<file path="src/rtl/image_ram_streamer.sv">
// Reads a finished frame from the image RAM in raster order and streams it out one pixel per transfer.
// Optional running pixel checksum output is enabled by defining IMAGE_STREAMER_CHECKSUM_EN.
module image_ram_streamer #(
  parameter int unsigned IMAGE_WIDTH             = 320,
  parameter int unsigned IMAGE_HEIGHT            = 240,
  parameter int unsigned PIXEL_WIDTH             = 8,
  parameter int unsigned IMAGE_RAM_ADDRESS_WIDTH = 17
) (
  input  logic                               clk,
  input  logic                               rst,
  input  logic                               start,
  output logic                               busy,
  output logic                               done,
  output logic [IMAGE_RAM_ADDRESS_WIDTH-1:0] image_RAM_address,
  output logic                               image_RAM_RE,
  input  logic [PIXEL_WIDTH-1:0]             image_RAM_data,
  output logic [PIXEL_WIDTH-1:0]             pixel_data,
  output logic                               pixel_valid,
  input  logic                               pixel_ready,
  output logic                               pixel_eol,
  output logic                               pixel_eof
`ifdef IMAGE_STREAMER_CHECKSUM_EN
  ,
  output logic [15:0]                        frame_checksum
`endif
);

  localparam int unsigned AW = IMAGE_RAM_ADDRESS_WIDTH;
  localparam int unsigned PW = PIXEL_WIDTH;
  localparam int unsigned XW = (IMAGE_WIDTH > 1) ? $clog2(IMAGE_WIDTH) : 1;
  localparam int unsigned YW = (IMAGE_HEIGHT > 1) ? $clog2(IMAGE_HEIGHT) : 1;
  localparam logic [AW-1:0] LAST_ADDR = AW'(IMAGE_WIDTH * IMAGE_HEIGHT - 1);
  localparam logic [XW-1:0] LAST_X    = XW'(IMAGE_WIDTH - 1);

  typedef enum logic [1:0] {
    S_IDLE  = 2'd0,
    S_READ  = 2'd1,
    S_DRAIN = 2'd2
  } state_t;

  state_t          state_q, state_d;

  logic [XW-1:0]   x_q;
  logic [YW-1:0]   y_q;
  logic [AW-1:0]   addr_q;

  logic            inflight_q;
  logic            inflight_eol_q;
  logic            inflight_eof_q;

  logic [1:0]      cnt_q;
  logic [PW-1:0]   head_data_q, tail_data_q;
  logic            head_eol_q, tail_eol_q;
  logic            head_eof_q, tail_eof_q;
  logic            done_q;

  logic            pop_c;
  logic            room_c;
  logic            last_c;
  logic            issue_c;
  logic            accept_c;
  logic            final_xfer_c;
  logic [1:0]      occ_c;

  assign pop_c  = (cnt_q != 2'd0) && pixel_ready;
  assign last_c = (addr_q == LAST_ADDR);

  // Slots committed after this cycle's pop; a new read needs one free slot.
  assign occ_c  = cnt_q + 2'(inflight_q) - 2'(pop_c);
  assign room_c = (occ_c <= 2'd1);

  // Next-state and read-issue decision.
  always_comb begin
    state_d      = state_q;
    issue_c      = 1'b0;
    accept_c     = 1'b0;
    final_xfer_c = 1'b0;
    case (state_q)
      S_IDLE: begin
        if (start && !done_q) begin
          accept_c = 1'b1;
          issue_c  = 1'b1;
          state_d  = last_c ? S_DRAIN : S_READ;
        end
      end
      S_READ: begin
        if (room_c) begin
          issue_c = 1'b1;
          if (last_c) begin
            state_d = S_DRAIN;
          end
        end
      end
      S_DRAIN: begin
        if (pop_c && head_eof_q) begin
          final_xfer_c = 1'b1;
          state_d      = S_IDLE;
        end
      end
      default: state_d = S_IDLE;
    endcase
  end

  always_ff @(posedge clk) begin
    if (rst) begin
      state_q <= S_IDLE;
      done_q  <= 1'b0;
    end else begin
      state_q <= state_d;
      done_q  <= final_xfer_c;
    end
  end

  // Raster counters; the linear address is a plain incrementer that returns to 0 after the last read.
  always_ff @(posedge clk) begin
    if (rst) begin
      x_q    <= '0;
      y_q    <= '0;
      addr_q <= '0;
    end else if (issue_c) begin
      if (last_c) begin
        x_q    <= '0;
        y_q    <= '0;
        addr_q <= '0;
      end else begin
        addr_q <= addr_q + AW'(1);
        if (x_q == LAST_X) begin
          x_q <= '0;
          y_q <= y_q + YW'(1);
        end else begin
          x_q <= x_q + XW'(1);
        end
      end
    end
  end

  // Tags travel with the read so they line up with the returned data.
  always_ff @(posedge clk) begin
    if (rst) begin
      inflight_q     <= 1'b0;
      inflight_eol_q <= 1'b0;
      inflight_eof_q <= 1'b0;
    end else begin
      inflight_q     <= issue_c;
      inflight_eol_q <= issue_c && (x_q == LAST_X);
      inflight_eof_q <= issue_c && last_c;
    end
  end

  // Two-entry output buffer; the head entry drives the stream.
  always_ff @(posedge clk) begin
    if (rst) begin
      cnt_q       <= 2'd0;
      head_data_q <= '0;
      head_eol_q  <= 1'b0;
      head_eof_q  <= 1'b0;
      tail_data_q <= '0;
      tail_eol_q  <= 1'b0;
      tail_eof_q  <= 1'b0;
    end else begin
      case ({inflight_q, pop_c})
        2'b10: begin
          if (cnt_q == 2'd0) begin
            head_data_q <= image_RAM_data;
            head_eol_q  <= inflight_eol_q;
            head_eof_q  <= inflight_eof_q;
          end else begin
            tail_data_q <= image_RAM_data;
            tail_eol_q  <= inflight_eol_q;
            tail_eof_q  <= inflight_eof_q;
          end
          cnt_q <= cnt_q + 2'd1;
        end
        2'b01: begin
          head_data_q <= tail_data_q;
          head_eol_q  <= tail_eol_q;
          head_eof_q  <= tail_eof_q;
          cnt_q       <= cnt_q - 2'd1;
        end
        2'b11: begin
          if (cnt_q == 2'd1) begin
            head_data_q <= image_RAM_data;
            head_eol_q  <= inflight_eol_q;
            head_eof_q  <= inflight_eof_q;
          end else begin
            head_data_q <= tail_data_q;
            head_eol_q  <= tail_eol_q;
            head_eof_q  <= tail_eof_q;
            tail_data_q <= image_RAM_data;
            tail_eol_q  <= inflight_eol_q;
            tail_eof_q  <= inflight_eof_q;
          end
        end
        default: ;
      endcase
    end
  end

`ifdef IMAGE_STREAMER_CHECKSUM_EN
  logic [15:0] checksum_q;

  always_ff @(posedge clk) begin
    if (rst) begin
      checksum_q <= 16'd0;
    end else if (accept_c) begin
      checksum_q <= 16'd0;
    end else if (pop_c) begin
      checksum_q <= checksum_q + 16'(head_data_q);
    end
  end

  assign frame_checksum = checksum_q;
`endif

  assign busy              = (state_q != S_IDLE);
  assign done              = done_q;
  assign image_RAM_address = addr_q;
  assign image_RAM_RE      = issue_c && !rst;
  assign pixel_valid       = (cnt_q != 2'd0);
  assign pixel_data        = head_data_q;
  assign pixel_eol         = pixel_valid && head_eol_q;
  assign pixel_eof         = pixel_valid && head_eof_q;

endmodule

</file>
<file path="config.mk">
export PLATFORM = sky130hd
export DESIGN_NAME = image_ram_streamer
export DESIGN_NICKNAME = d
export VERILOG_FILES = /design/src/rtl/image_ram_streamer.sv
export SDC_FILE = /design/constraint.sdc
export NUM_CORES = 1
export LEC_CHECK = 0
export ABC_CLOCK_PERIOD_IN_PS = 2700
export CAP_MARGIN = 10
export CELL_PAD_IN_SITES_DETAIL_PLACEMENT = 1
export CELL_PAD_IN_SITES_GLOBAL_PLACEMENT = 2
export CORE_MARGIN = 1
export CORE_UTILIZATION = 32
export CTS_CLUSTER_DIAMETER = 60
export DETAILED_ROUTE_END_ITERATION = 7
export PLACE_DENSITY = 0.91
export SLEW_MARGIN = 20
export SYNTH_ARGS = -nofsm -noshare
export SYNTH_HDL_FRONTEND = slang
export SYNTH_SLANG_ARGS = --single-unit
</file>
<file path="constraint.sdc">
create_clock -name clk -period 2.7 [get_ports clk]
set_input_delay 0.54 -clock clk [delete_from_list [all_inputs] [get_ports clk]]
set_output_delay 0.54 -clock clk [all_outputs]
set_load 0.03 [all_outputs]
</file>
density.png
9 x 9 tiles, from white (low) to dark blue (high), 0 to 100% covered.
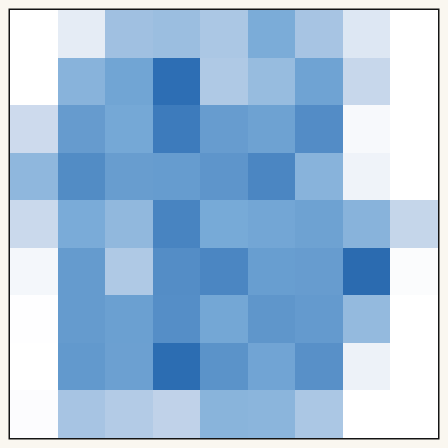
densest ninth of the die: center
mean over tiles: 38%
nearly empty tiles: 17%
tiles over 75% full: 3.7%
fullest tile: 76%
FP Core Util: 33.5%
Layout Utilization: 43.5%

==> summary.txt <==
run results: Rows=32, drt first pass iters=4, Clock transition at path regs=0.09 ns, WL/cell=15.9 um, worst path required time=2.16 ns, Post-Synth Simple-Gate Area=23.6%, FF/Latch Area=1080 sq um, initial antenna violation count=0, WHS Path Cells=2, hold worst-path end=head_eol_q, Top non-seq family=simple AND/OR/NAND/NOR gates, final instance area=3390 sq um, Complex Gates by Area=18.6%, Die Height=92.4 um, min-delay src=head_eol_q, IO Count=43, Vias=2,469, Layout clock area frac=3.24%, # Taps=102, top-count cell post-synth=dfxtp_1, arrival time worst endpoint=2.06 ns, Clock Power Share=21.5%, Total Wirelength=7.31 mm, R2R depth=9, # Cells Yosys=303, vias in the first global route=2,526, GRT Overall Usage=17.9%, layout cells sized above 1=11.5%, CTS root buf=clkbuf_8, num sequential=54, total die area=8540 sq um, Post-synth area hogs=dfxtp_1 41%, mux2i_1 7.7%, a21oi_1 4.6%, Area after DPL=3250 sq um, Least-Margin Pin Slew=0.654 ns, Leading cell kind=combinational gates, MI comb area=1410 sq um, RSZ-0062 raised after global routing=no, final worst-path cycle share=96.4%, CP max FO=6, largest net degree at the start of global routing=32, Post-synth ARST share=0%, top cells by count, synth=54 x dfxtp_1, 28 x nor2_1, 24 x a21oi_1, Achievable Freq=384 MHz, flop2flop setup slack=0.36 ns, P_comb=1030 uW, CTS HTree Levels=2, final setup fails=0, worst vdd ir=0.000285 V, Static Leak=0.00118 uW, Dominant cell area share=41.3%, Antenna diodes=0, Crit Reg-Reg Startpoint=cnt_q[1], Tool Warnings=27, setup TNS=0 ns, EDFF count, synth=0, Area Overhead vs Synth=29.8%, YS chip area=2620 sq um, multiplexer share of the synthesized area=7.66%, Top cell excl fill/tap=dfxtp_1, P per Cell Area=752 nW/um^2, Syn Inst Count=303, Worst-Skew Late Latency=0.31 ns, Clk power=548 uW, Post-Syn Nets=319, invs w/o clock=17, Top Consumer=combinational logic, CTS Buf Count=5, Comb pwr share=40.5%, Detail Route Antenna Nets=0, Cell Int Power=1640 uW, routability cong.=0.833, Max Cap Violations=0, mi-comb count=214, XOR Share, Synth=1.00%, fin crit period=2.60 ns, Layout Nets=373, Filler cells=927, Bufs on Longest Clock Path=2, Cell Type Count=46, post-synthesis cell area=2620 sq um, most frequent cells in the layout=53 x dfxtp_1, 39 x clkdlybuf4s50_1, 27 x nor2_1, Syn Area/Cell=8.63 sq um, CTS tree=done, Psw=917 uW, post-synth top area cell=dfxtp_1, total power=2550 uW, gr ovfl total=0, status=finished, final reports clean, startpoint types=register, register share after synthesis=41.3%
pins.png
The bar under the picture is 20 um long. Pins as bars across the die edge, other pins in gray.
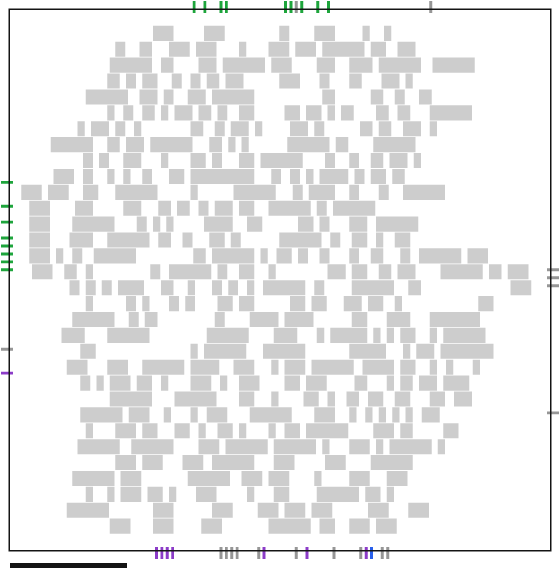
| color | port | pins | direction | edge |
|---|---|---|---|---|
| blue | `pixel_eof` | 1 | output | south |
| purple | `image_RAM_data` | 8 | input | 7 south, 1 west |
| green | `image_RAM_address` | 17 | output | 9 north, 8 west |
all pins by edge: 18 south, 11 north, 10 west, 4 east

[stage by stage]
stage / hold WS, ns / worst slack (ns) / cells
2_1_floorplan: 0.458 / 0.0217 / 303
3_3_place_gp: 0.472 / -0.0590 / 451
3_5_place_dp: 0.485 / -0.0757 / 451
4_1_cts: 0.508 / 0.0306 / 459
5_1_grt: 0.527 / 0.0197 / 460
6_report: 0.504 / 0.0982 / 460
[routing by layer]
| layer | vias up | wire, um | part of all wire [%] | track usage (%) |
|---|---|---|---|---|
| li1 | 1217 | - | - | - |
| met1 | 1214 | 3410 | 47 | 22.4 |
| met2 | 31 | 3630 | 50 | 31.4 |
| met3 | 7 | 172 | 2.4 | 2.79 |
| met4 | 0 | 91 | 1.2 | 5.60 |
| met5 | - | 0 | 0 | 0 |
[critical path, cell delays in order, from the launching register on]
cell and delay (ns):
dfxtp_4 0.37, inv_1 0.07, ha_4 0.18, or3b_4 0.40
o22a_4 0.22, o211a_4 0.26, nor2_4 0.12, buf_6 0.14
[flip-flops by register name (all words and copies together), names as in the netlist]
signal / count
x_q: 9
tail_data_q: 8
inflight_eol_q: 1
inflight_eof_q: 1
inflight_q: 1
state_q: 2
tail_eol_q: 1
done: 1
tail_eof_q: 1
cnt_q: 2
head_eol_q: 1
head_eof_q: 1
pixel_data: 8
image_RAM_address: 17
[timing repair]
item                       in CTS  in global routing
setup endpoints to repair       1                  1
gates resized                   7                  1
pin swaps                       1                  0
gates cloned                    0                  0
buffers inserted                0                  1
[worst max path at each step]
stage / depth (start not counted) / to / start
global placement: 6 / image_RAM_RE / pixel_ready
finish: 7 / image_RAM_RE / cnt_q[1]
detailed placement: 8 / image_RAM_address[10] / pixel_ready
CTS: 7 / image_RAM_RE / cnt_q[1]
floorplan: 8 / image_RAM_RE / cnt_q[0]
global route: 7 / image_RAM_RE / cnt_q[1]
No activity file was given, so power comes from the tool's default toggle rates.
